===== src/rtl/mcu_pkg.sv =====
// Shared constants for the memory request path: RV32 load/store funct3 codes,
// request FSM encoding and memory-map regions.
package mcu_pkg;

    localparam logic [2:0] F3_B  = 3'b000;
    localparam logic [2:0] F3_H  = 3'b001;
    localparam logic [2:0] F3_W  = 3'b010;
    localparam logic [2:0] F3_BU = 3'b100;
    localparam logic [2:0] F3_HU = 3'b101;

    typedef enum logic [4:0] {
        ST_IDLE      = 5'b00001,
        ST_ISSUE     = 5'b00010,
        ST_RELEASE   = 5'b00100,
        ST_FAULT     = 5'b01000,
        ST_WAIT_DROP = 5'b10000
    } req_state_e;

    // IO is any region with the top bit set (2'b1x); region_of folds it to 2'b10.
    localparam logic [1:0] REGION_FLASH = 2'b00;
    localparam logic [1:0] REGION_RAM   = 2'b01;
    localparam logic [1:0] REGION_IO    = 2'b10;

    function automatic logic [1:0] region_of(input logic [1:0] top_bits);
        return top_bits[1] ? REGION_IO : (top_bits[0] ? REGION_RAM : REGION_FLASH);
    endfunction

    function automatic logic f3_valid(input logic [2:0] f3);
        return (f3 == F3_B) || (f3 == F3_H) || (f3 == F3_W) ||
               (f3 == F3_BU) || (f3 == F3_HU);
    endfunction

    function automatic logic [2:0] f3_bytes(input logic [2:0] f3);
        case (f3)
            F3_B, F3_BU: return 3'd1;
            F3_H, F3_HU: return 3'd2;
            default:     return 3'd4;
        endcase
    endfunction

    function automatic logic [31:0] size_mask(input logic [2:0] num_bytes);
        case (num_bytes)
            3'd1:    return 32'h0000_00FF;
            3'd2:    return 32'h0000_FFFF;
            default: return 32'hFFFF_FFFF;
        endcase
    endfunction

endpackage


===== src/rtl/mem_request_unit_if.sv =====
// Bus-side handshake of the memory request unit: one transaction at a time,
// start held until done is seen, done level-held while start is high.
interface mem_request_unit_if #(
    parameter int unsigned address_size = 18
);
    logic [address_size-1:0] bus_target_address;
    logic [2:0]              bus_num_bytes;
    logic                    bus_is_write;
    logic [31:0]             bus_write_value;
    logic                    bus_start_request;
    logic [31:0]             bus_fetched_value;
    logic                    bus_request_done;

    modport master (
        output bus_target_address,
        output bus_num_bytes,
        output bus_is_write,
        output bus_write_value,
        output bus_start_request,
        input  bus_fetched_value,
        input  bus_request_done
    );

    modport slave (
        input  bus_target_address,
        input  bus_num_bytes,
        input  bus_is_write,
        input  bus_write_value,
        input  bus_start_request,
        output bus_fetched_value,
        output bus_request_done
    );
endinterface


===== src/rtl/load_formatter.sv =====
// Sign/zero extension of a little-endian bus read according to RV32 load funct3.
module load_formatter
    import mcu_pkg::*;
(
    input  logic [2:0]  funct3,
    input  logic [31:0] raw,
    output logic [31:0] value
);

    always_comb begin
        value = raw;
        case (funct3)
            F3_B:    value = {{24{raw[7]}}, raw[7:0]};
            F3_H:    value = {{16{raw[15]}}, raw[15:0]};
            F3_BU:   value = {24'd0, raw[7:0]};
            F3_HU:   value = {16'd0, raw[15:0]};
            default: value = raw;
        endcase
    end

endmodule


===== src/rtl/mem_request_unit.sv =====
// Arbitrates fetch and load/store requests onto a single bus, one transaction
// at a time, with access checking, timeout and load result formatting.
module mem_request_unit
    import mcu_pkg::*;
#(
    parameter int unsigned address_size   = 18,
    parameter int unsigned timeout_cycles = 4096
) (
    input  logic        clk,
    input  logic        rst,

    input  logic        fetch_req,
    input  logic [31:0] fetch_addr,
    output logic        fetch_done,
    output logic [31:0] fetch_instr,
    output logic        fetch_fault,

    input  logic        data_req,
    input  logic        data_we,
    input  logic [2:0]  data_funct3,
    input  logic [31:0] data_addr,
    input  logic [31:0] data_wdata,
    output logic        data_done,
    output logic [31:0] data_rdata,
    output logic        data_fault,

    mem_request_unit_if.master bus
);

    req_state_e              state_q, state_d;
    logic                    grant_data_q, grant_data_d;
    logic [2:0]              funct3_q, funct3_d;
    logic [31:0]             cnt_q, cnt_d;
    logic                    tfault_q, tfault_d;
    logic [31:0]             raw_q, raw_d;

    logic [address_size-1:0] addr_q, addr_d;
    logic [2:0]              nbytes_q, nbytes_d;
    logic                    is_write_q, is_write_d;
    logic [31:0]             wval_q, wval_d;
    logic                    start_q, start_d;

    logic                    fetch_done_q, fetch_done_d;
    logic [31:0]             fetch_instr_q, fetch_instr_d;
    logic                    fetch_fault_q, fetch_fault_d;
    logic                    data_done_q, data_done_d;
    logic [31:0]             data_rdata_q, data_rdata_d;
    logic                    data_fault_q, data_fault_d;

    logic                    use_data;
    logic [31:0]             req_addr;
    logic [2:0]              req_f3;
    logic                    req_we;
    logic                    chk_fault;
    logic                    granted_req;
    logic [31:0]             fmt_value;

    load_formatter u_fmt (
        .funct3 (funct3_q),
        .raw    (raw_q),
        .value  (fmt_value)
    );

    // Operand mux for the IDLE decision: data wins, fetch is treated as LW.
    always_comb begin
        use_data = data_req;
        req_addr = use_data ? data_addr : fetch_addr;
        req_f3   = use_data ? data_funct3 : F3_W;
        req_we   = use_data & data_we;

        chk_fault = 1'b0;
        if ((req_addr >> address_size) != 32'd0)
            chk_fault = 1'b1;
        if (((req_f3 == F3_H) || (req_f3 == F3_HU)) && req_addr[0])
            chk_fault = 1'b1;
        if ((req_f3 == F3_W) && (req_addr[1:0] != 2'b00))
            chk_fault = 1'b1;
        if (!f3_valid(req_f3))
            chk_fault = 1'b1;
        if (req_we && (region_of(req_addr[address_size-1 -: 2]) == REGION_FLASH))
            chk_fault = 1'b1;

        granted_req = grant_data_q ? data_req : fetch_req;
    end

    always_comb begin
        state_d       = state_q;
        grant_data_d  = grant_data_q;
        funct3_d      = funct3_q;
        cnt_d         = cnt_q;
        tfault_d      = tfault_q;
        raw_d         = raw_q;
        addr_d        = addr_q;
        nbytes_d      = nbytes_q;
        is_write_d    = is_write_q;
        wval_d        = wval_q;
        start_d       = start_q;
        fetch_done_d  = 1'b0;
        fetch_instr_d = fetch_instr_q;
        fetch_fault_d = fetch_fault_q;
        data_done_d   = 1'b0;
        data_rdata_d  = data_rdata_q;
        data_fault_d  = data_fault_q;

        case (state_q)
            ST_IDLE: begin
                if (data_req || fetch_req) begin
                    grant_data_d = use_data;
                    funct3_d     = req_f3;
                    cnt_d        = '0;
                    tfault_d     = 1'b0;
                    if (chk_fault) begin
                        state_d = ST_FAULT;
                    end else begin
                        addr_d     = req_addr[address_size-1:0];
                        nbytes_d   = f3_bytes(req_f3);
                        is_write_d = req_we;
                        wval_d     = use_data ? (data_wdata & size_mask(f3_bytes(req_f3))) : '0;
                        start_d    = 1'b1;
                        state_d    = ST_ISSUE;
                    end
                end
            end

            ST_ISSUE: begin
                cnt_d = cnt_q + 32'd1;
                if (bus.bus_request_done) begin
                    raw_d   = bus.bus_fetched_value;
                    start_d = 1'b0;
                    state_d = ST_RELEASE;
                end else if ((timeout_cycles != 0) && (cnt_d == timeout_cycles)) begin
                    start_d  = 1'b0;
                    tfault_d = 1'b1;
                    state_d  = ST_RELEASE;
                end
            end

            ST_RELEASE: begin
                if (!bus.bus_request_done) begin
                    if (grant_data_q) begin
                        data_done_d  = 1'b1;
                        data_fault_d = tfault_q;
                        data_rdata_d = tfault_q ? '0 : fmt_value;
                    end else begin
                        fetch_done_d  = 1'b1;
                        fetch_fault_d = tfault_q;
                        fetch_instr_d = tfault_q ? '0 : raw_q;
                    end
                    state_d = ST_WAIT_DROP;
                end
            end

            ST_FAULT: begin
                if (grant_data_q) begin
                    data_done_d  = 1'b1;
                    data_fault_d = 1'b1;
                    data_rdata_d = '0;
                end else begin
                    fetch_done_d  = 1'b1;
                    fetch_fault_d = 1'b1;
                    fetch_instr_d = '0;
                end
                state_d = ST_WAIT_DROP;
            end

            ST_WAIT_DROP: begin
                if (!granted_req)
                    state_d = ST_IDLE;
            end

            default: state_d = ST_IDLE;
        endcase
    end

    always_ff @(posedge clk) begin
        if (rst) begin
            state_q       <= ST_IDLE;
            grant_data_q  <= 1'b0;
            funct3_q      <= '0;
            cnt_q         <= '0;
            tfault_q      <= 1'b0;
            raw_q         <= '0;
            addr_q        <= '0;
            nbytes_q      <= '0;
            is_write_q    <= 1'b0;
            wval_q        <= '0;
            start_q       <= 1'b0;
            fetch_done_q  <= 1'b0;
            fetch_instr_q <= '0;
            fetch_fault_q <= 1'b0;
            data_done_q   <= 1'b0;
            data_rdata_q  <= '0;
            data_fault_q  <= 1'b0;
        end else begin
            state_q       <= state_d;
            grant_data_q  <= grant_data_d;
            funct3_q      <= funct3_d;
            cnt_q         <= cnt_d;
            tfault_q      <= tfault_d;
            raw_q         <= raw_d;
            addr_q        <= addr_d;
            nbytes_q      <= nbytes_d;
            is_write_q    <= is_write_d;
            wval_q        <= wval_d;
            start_q       <= start_d;
            fetch_done_q  <= fetch_done_d;
            fetch_instr_q <= fetch_instr_d;
            fetch_fault_q <= fetch_fault_d;
            data_done_q   <= data_done_d;
            data_rdata_q  <= data_rdata_d;
            data_fault_q  <= data_fault_d;
        end
    end

    assign bus.bus_target_address = addr_q;
    assign bus.bus_num_bytes      = nbytes_q;
    assign bus.bus_is_write       = is_write_q;
    assign bus.bus_write_value    = wval_q;
    assign bus.bus_start_request  = start_q;

    assign fetch_done  = fetch_done_q;
    assign fetch_instr = fetch_instr_q;
    assign fetch_fault = fetch_fault_q;
    assign data_done   = data_done_q;
    assign data_rdata  = data_rdata_q;
    assign data_fault  = data_fault_q;

endmodule


===== src/flat_wrapper.sv =====
// flat-port wrapper written by rule: the top's interface ports become plain ports
module mem_request_unit_flat import mcu_pkg::*;
#(
    parameter int unsigned address_size   = 18,
    parameter int unsigned timeout_cycles = 4096
)
  (clk, rst, fetch_req, fetch_addr, fetch_done, fetch_instr, fetch_fault, data_req, data_we, data_funct3, data_addr, data_wdata, data_done, data_rdata, data_fault, bus_bus_target_address, bus_bus_num_bytes, bus_bus_is_write, bus_bus_write_value, bus_bus_start_request, bus_bus_fetched_value, bus_bus_request_done);
  mem_request_unit_if #(.address_size(address_size)) bus_i ();
  input  logic clk;
  input  logic rst;
  input  logic fetch_req;
  input  logic [31:0] fetch_addr;
  output logic fetch_done;
  output logic [31:0] fetch_instr;
  output logic fetch_fault;
  input  logic data_req;
  input  logic data_we;
  input  logic [2:0] data_funct3;
  input  logic [31:0] data_addr;
  input  logic [31:0] data_wdata;
  output logic data_done;
  output logic [31:0] data_rdata;
  output logic data_fault;
  output wire logic [$bits(bus_i.bus_target_address)-1:0] bus_bus_target_address;
  output wire logic [$bits(bus_i.bus_num_bytes)-1:0] bus_bus_num_bytes;
  output wire logic [$bits(bus_i.bus_is_write)-1:0] bus_bus_is_write;
  output wire logic [$bits(bus_i.bus_write_value)-1:0] bus_bus_write_value;
  output wire logic [$bits(bus_i.bus_start_request)-1:0] bus_bus_start_request;
  input wire logic [$bits(bus_i.bus_fetched_value)-1:0] bus_bus_fetched_value;
  input wire logic [$bits(bus_i.bus_request_done)-1:0] bus_bus_request_done;
  assign bus_bus_target_address = bus_i.bus_target_address;
  assign bus_bus_num_bytes = bus_i.bus_num_bytes;
  assign bus_bus_is_write = bus_i.bus_is_write;
  assign bus_bus_write_value = bus_i.bus_write_value;
  assign bus_bus_start_request = bus_i.bus_start_request;
  assign bus_i.bus_fetched_value = bus_bus_fetched_value;
  assign bus_i.bus_request_done = bus_bus_request_done;
  mem_request_unit #(.address_size(address_size), .timeout_cycles(timeout_cycles)) u_core (.clk(clk), .rst(rst), .fetch_req(fetch_req), .fetch_addr(fetch_addr), .fetch_done(fetch_done), .fetch_instr(fetch_instr), .fetch_fault(fetch_fault), .data_req(data_req), .data_we(data_we), .data_funct3(data_funct3), .data_addr(data_addr), .data_wdata(data_wdata), .data_done(data_done), .data_rdata(data_rdata), .data_fault(data_fault), .bus(bus_i));
endmodule

===== config.mk =====
export PLATFORM = sky130hd
export DESIGN_NAME = mem_request_unit_flat
export DESIGN_NICKNAME = d
export VERILOG_FILES = /design/src/rtl/mcu_pkg.sv /design/src/rtl/mem_request_unit_if.sv /design/src/rtl/load_formatter.sv /design/src/rtl/mem_request_unit.sv /design/src/flat_wrapper.sv
export SDC_FILE = /design/constraint.sdc
export NUM_CORES = 1
export LEC_CHECK = 0
export ABC_AREA = 1
export ABC_CLOCK_PERIOD_IN_PS = 2800
export CAP_MARGIN = 10
export CORE_AREA = 2 2 138 140
export CTS_CLUSTER_SIZE = 12
export DETAILED_ROUTE_END_ITERATION = 10
export DIE_AREA = 0 0 140 142
export HOLD_SLACK_MARGIN = 0.03
export PLACE_DENSITY = 0.81
export SKIP_LAST_GASP = 1
export SYNTH_ARGS = -nofsm -noshare
export SYNTH_HDL_FRONTEND = slang
export SYNTH_SLANG_ARGS = --single-unit
export TNS_END_PERCENT = 50

===== constraint.sdc =====
create_clock -name clk -period 2.8 [get_ports clk]
set_clock_uncertainty 0.1 [all_clocks]
set_input_delay 0.56 -clock clk [delete_from_list [all_inputs] [get_ports clk]]
set_output_delay 0.56 -clock clk [all_outputs]
set_load 0.005 [all_outputs]

==> run_1/final_placement.png <==
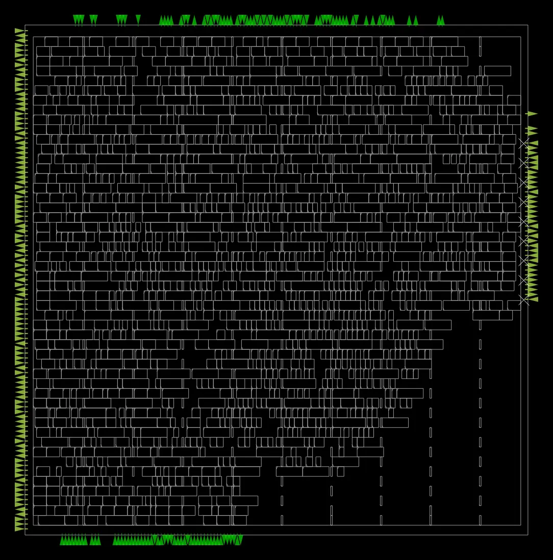
Final Util: 65.9%
flop share of the area: 32.4%
Row Count: 50
Well-Tap Cells: 234

==> run_1/clock_map.png <==
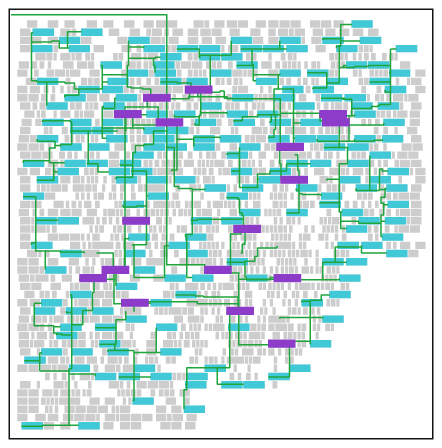
cells driving clock nets -> purple  # count 17
flip-flops -> cyan  # count 197
clock wires -> green  # length 2270 um
routed clock nets = 18

==> results.yml, run 1 <==
# implementation run metrics
pwr:
  switching_share_pct: 27.4
  irDropWorstVdd_mv: 0.484
  leakagePower_uw: 0.00445
  powerDensity_nw_per_um2: 504
  pwr-share-comb_pct: 10.5
min_path:
  hold_class: "flop to flop"
  holdPathStages: 2
status:
  violations: "design-rule violations"
  run_status: "complete, but fails checks"
logic_synthesis:
  adder_share_pct: 0.287
  aoi_share_pct: 16.9
  ys_seq_share_pct: 45.2
  synthMuxAreaShare_pct: 0
  synth-edff-count: 0
  avgSynthCellArea_um2: 7.09
  ys_ff: 197
worst_setup_path:
  crit_chain: "ha_1 > nand2_2 > nor2_4 > nand3_1 > inv_1 > nand2_1 > nand2_1 > nand2_1 > nor2_1 > nand2_1 > nor2_2 > nand3_1 > nand2_2 > o21ai_1 > nand2_1 > inv_1"
  rrSetupSlack_ps: 390
  worstSetupStartpoint: "u_core.cnt_q[1]$_SDFFE_PP0P_"
  max_stage_delay_ps: 420
  cp_top_family: "simple AND/OR/NAND/NOR gates"
  crit_arrival_ps: 2640
  critPathRequiredTime_ps: 3040
  critPathMaxFanout: 6
place:
  routabilityCongestion: 0.902
  placedInstanceArea_um2: 11500
  dp_hpwl_mm: 19.2
  portBuffers: 259
floorplanning:
  fp-utilization_pct: 47.3
  dieArea_um2: 19900
  die-width_um: 140
  coreArea_um2: 18500
  dieHeight_um: 142
grt:
  overflow: 0
  grt_pass1_vias: 8727
  grt_pass1_wl_mm: 43.3
cells_and_area:
  final_cells: 1712
  area_growth_pct: 39.4
cts:
  cts.repair.resized: 0
  cts_hold_buf: 0
  clk_pin_slew_ps: 80
final_timing:
  max_freq_mhz: 415
  finalSetupViolCount: 0
  rsz0062_at_grt: "no"
  maxSlewHeadroom_pct: 56.2
route:
  drtPass1Iterations: 9
  vias: 9227
  drc: 9
  routed_wl_mm: 27.1
flow_run:
  maxCapViolCount: 0
==> run_1/port_nets.png <==
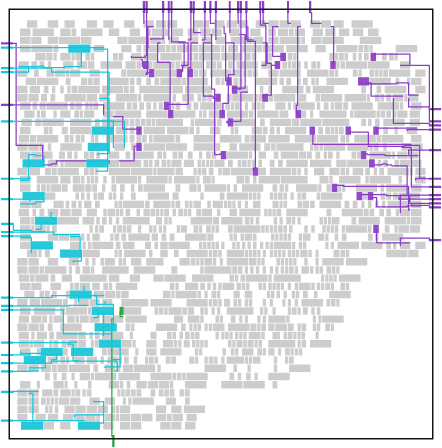
`bus_bus_target_address` -> cyan  # bits 18, direction output, edge left, end cells 18, buffers 18, wire 722 um
`bus_bus_fetched_value` -> purple  # bits 32, direction input, edge 18 top, 12 right, 2 left, end cells 32, buffers 32, wire 1190 um
`data_we` -> green  # bits 1, direction input, edge bottom, end cells 1, buffers 1, wire 42.8 um

==> run_1/metal_stack.png <==
Bar = 50 um.
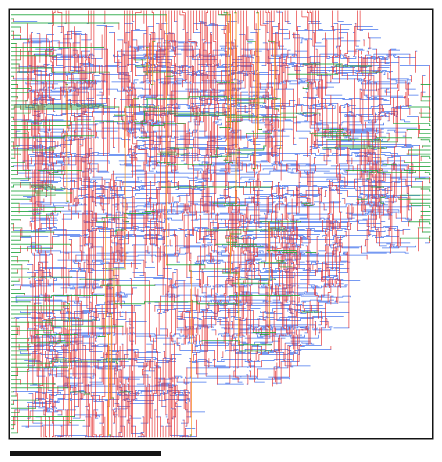
met1 -> blue  # wire length 10800 um
met3 -> green  # wire length 2280 um
met2 -> red  # wire length 13300 um
met4 -> orange  # wire length 769 um

run 1: power by group through the flow:
stage	Sequential (uW)	Clock, uW	Combinational [uW]
6_report	2850	2630	644
3_5_place_dp	2920	0	634
2_1_floorplan	2910	0	270
3_3_place_gp	2920	0	633
5_1_grt	2860	2760	696
4_1_cts	2850	2640	640
run 1: cell usage after synthesis (2+ instances only):
| cell | instances | area [um^2] |
|---|---|---|
| buf_1 | 5 | 18.8 |
| nand2_1 | 345 | 1290 |
| a21oi_1 | 156 | 781 |
| o21bai_1 | 2 | 15.0 |
| nand3b_1 | 10 | 75.1 |
| nand3_1 | 82 | 410 |
| buf_4 | 3 | 22.5 |
| o21ai_0 | 80 | 400 |
| nor2_4 | 7 | 78.8 |
| nor2_1 | 118 | 443 |
| nand2_2 | 5 | 31.3 |
| nand2_4 | 2 | 22.5 |
| nand4_1 | 27 | 169 |
| dfxtp_1 | 197 | 3940 |
| nor3_1 | 6 | 30.0 |
| nor2_2 | 9 | 56.3 |
| nor3_2 | 2 | 20.0 |
| inv_2 | 3 | 11.3 |
| inv_1 | 63 | 236 |
| ha_1 | 2 | 25.0 |
| buf_2 | 12 | 60.1 |
| clkbuf_1 | 47 | 176 |
| o21ai_1 | 15 | 75.1 |
| buf_6 | 4 | 45.0 |
| o211a_1 | 15 | 150 |
run 1: cells in the final DEF (no fill, tap or decap), drive strengths merged:
cell type      count
buf               27
ha                 2
o21a               1
diode              2
dfxtp            197
bufinv             1
clkinv             8
o21bai             2
clkbuf            17
nor3               9
o31ai              1
a211oi             1
a21oi            156
nor2             135
o31a               1
a22oi              1
nand2            352
nand3             82
inv               73
nor3b              1
o211a             15
o21ai             95
nand3b            10
o311a              1
or2                1
nand4             27
nor4               2
xnor2              1
clkdlybuf4s50    257
run 1: per-layer routing:
layer | GRT usage, % | part of all wire, % | vias to the layer above
li1 | - | - | 4533
met1 | 32.2 | 40 | 4248
met2 | 47.1 | 49 | 391
met3 | 6.90 | 8.4 | 55
met4 | 9.68 | 2.8 | 0
met5 | 0 | 0 | -
run 1: layout make-up:
cell class,count,area [um^2]
fillers,1556,6290
repair buffers,284,2810
clock inverters,15,220
flip-flops and latches,197,3940
well taps,234,293
clock buffers,17,425
inverters,67,251
multi-input cells,896,4210
diodes,2,5.00
run 1: registers in the layout (all words and copies together) (netlist names), 3 cells and up:
register and cells:
u_core.funct3_q 3, u_core.fetch_instr 32, u_core.data_rdata 32, u_core.bus.bus_target_address 18
u_core.bus.bus_num_bytes 3, u_core.cnt_q 32, u_core.raw_q 32, u_core.bus.bus_write_value 32
u_core.state_q 5
run 1: logic make-up (layout without fill, tap and decap cells):
group,Yosys count,in the layout
buffers and inverters,138,383
AND-OR/OR-AND,274,274
AND/OR/NAND/NOR,619,619
adder cells (fa/ha/maj),2,2
XOR/XNOR,1,1
other,0,2
flip-flops,197,197
run 1: metrics by stage:
step / hold WS [ps] / setup slack (ps) / power (uW)
final: 356 / 393 / 6120
after detailed placement: 346 / 31.4 / 3550
after floorplan: 327 / 709 / 3190
after CTS: 358 / 408 / 6130
after global placement: 337 / 68.7 / 3550
after global routing: 378 / 92.5 / 6320
==> run 2, diff against run 1 <==
- CAP_MARGIN: 10 -> 20
- MAX_ROUTING_LAYER: unset -> met4
- PLACE_DENSITY: 0.81 -> unset
- PLACE_DENSITY_LB_ADDON: unset -> 0.12
==> run_2/metal_stack.png <==
Bar = 50 um.
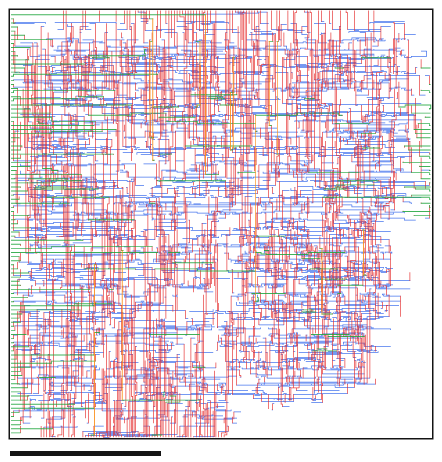
met3 -> green  # wire length 1880 um
met1 -> blue  # wire length 11600 um
met4 -> orange  # wire length 464 um
met2 -> red  # wire length 13200 um

==> run 2 against run 1 <==
  * The run still ends with design-rule violations left
  * Non-clock buffer count increased by 1
  * Final area decreased by 0.14%
  * Wire length about the same
  * Via count decreased by 2.1%
  * First-iteration DRC count decreased by 18%
  * Area after synthesis unchanged
  * Critical path type unchanged
  * Critical endpoint unchanged
==> results.yml, run 2 <==
# implementation run metrics
cells_and_area:
  layout.cells.most_common: "nand2_1"
  diodes: 0
  fillers: 1626
  area_growth_pct: 39.2
worst_setup_path:
  crit_arrival_ps: 2680
  critPathMaxFanout: 6
  critPathRequiredTime_ps: 3030
route:
  drtPass1Iterations: 9
  routed_wl_mm: 27.2
  drc: 7
  vias: 9035
logic_synthesis:
  common_cells: "345 x nand2_1, 197 x dfxtp_1, 156 x a21oi_1"
  synth-edff-count: 0
  ys_seq_share_pct: 45.2
  avgSynthCellArea_um2: 7.09
  top_cell_area_share_pct: 45.2
  ys_ff: 197
  ys_top_cells_by_area: "dfxtp_1 45%, nand2_1 15%, a21oi_1 9.0%"
  top_area_cell: "dfxtp_1"
  top_cell: "nand2_1"
grt:
  grt_pass1_vias: 8848
  grt_pass1_wl_mm: 44.6
  overflow: 0
pwr:
  leakagePower_uw: 0.00444
  powerDensity_nw_per_um2: 493
  irDropWorstVdd_mv: 0.454
floorplanning:
  die-width_um: 140
  dieArea_um2: 19900
  rows: 50
cts:
  htree_num_levels: 4
  clk_pin_slew_ps: 80
  tritoncts: "yes"
  cts.repair.resized: 0
status:
  run_status: "complete, but fails checks"
  violations: "design-rule violations"
place:
  dp_hpwl_mm: 19.3
  routabilityCongestion: 0.916
final_timing:
  rsz0062_at_grt: "no"
  maxSlewHeadroom_pct: 61.8
  max_freq_mhz: 407
flow_run:
  maxCapViolCount: 0
run 2: cell types whose count changed in the layout (fill, tap and decap cells not counted), moves of 2 or more:
cell,change
inv_6,+2
buf_12,+2
diode_2,-2
inv_12,-3
clkinv_8,-4
inv_8,+2
run 2: final timing paths:
| check | start | to | slack, ps | depth (start not counted) |
|---|---|---|---|---|
| min | u_core.bus.bus_target_address[17]$_SDFFE_PP0P_ | u_core.bus.bus_target_address[17]$_SDFFE_PP0P_ | 350 | 2 |
| min reg2reg | u_core.bus.bus_target_address[17]$_SDFFE_PP0P_ | u_core.bus.bus_target_address[17]$_SDFFE_PP0P_ | 350 | 2 |
| max | u_core.cnt_q[1]$_SDFFE_PP0P_ | u_core.state_q[1]$_SDFFE_PP0P_ | 350 | 14 |
| max reg2reg | u_core.cnt_q[1]$_SDFFE_PP0P_ | u_core.state_q[1]$_SDFFE_PP0P_ | 350 | 14 |
run 2: per-layer routing:
layer	wire length, um	vias to the layer above	GRT usage [%]
li1	-	4537	-
met4	463	0	7.66
met5	0	-	-
met3	1880	36	7.10
met1	11600	4175	34.6
met2	13200	287	48.3
run 2: cell families after synthesis:
logic type,share of synthesized area (%)
compound gates,16.9
xor+xnor,0.100
flops,45.2
simple gates,31.0
fa+ha+maj,0.287
buf+inv,6.58
run 2: stage by stage:
stage / std cells / hold slack (ps) / setup WS, ps / total power (uW) / instance area [um^2]
after CTS: 1711 / 346 / 350 / 6020 / 12100
after floorplan: 1231 / 327 / 709 / 3190 / 8720
after global routing: 1711 / 365 / 107 / 6200 / 12100
final: 1711 / 347 / 345 / 5990 / 12100
after detailed placement: 1679 / 338 / 85.6 / 3560 / 11500
after global placement: 1679 / 331 / 135 / 3560 / 11500
run 2: worst max-delay path, stage by stage (launching register included):
cell and delay (ps):
dfxtp_1 420, ha_1 240, nand2_2 80, nor2_4 190
nand3_1 230, o21ai_1 180, nand2_1 80, nor2_1 100
nand2_1 80, nor2_2 180, nand3_1 120, nand2_2 120
o21ai_1 90, nand2_1 70, inv_1 50
run 2: final cells by class:
cell class	count	area, um^2	area share, %
multi-input cells	896	4210	34.7
clock inverters	14	159	1.31
flip-flops and latches	197	3940	32.5
well taps	234	293	2.41
repair buffers	285	2840	23.4
clock buffers	18	439	3.62
inverters	67	251	2.07
run 2: power by group:
part / internal, uW / switching, uW / leakage [uW]
clock: 1300 / 1190 / 0.000294
sequential: 2830 / 22.0 / 0.00159
combinational: 294 / 349 / 0.00256
total: 4420 / 1560 / 0.00444
Power is estimated from default activity; no workload was simulated.
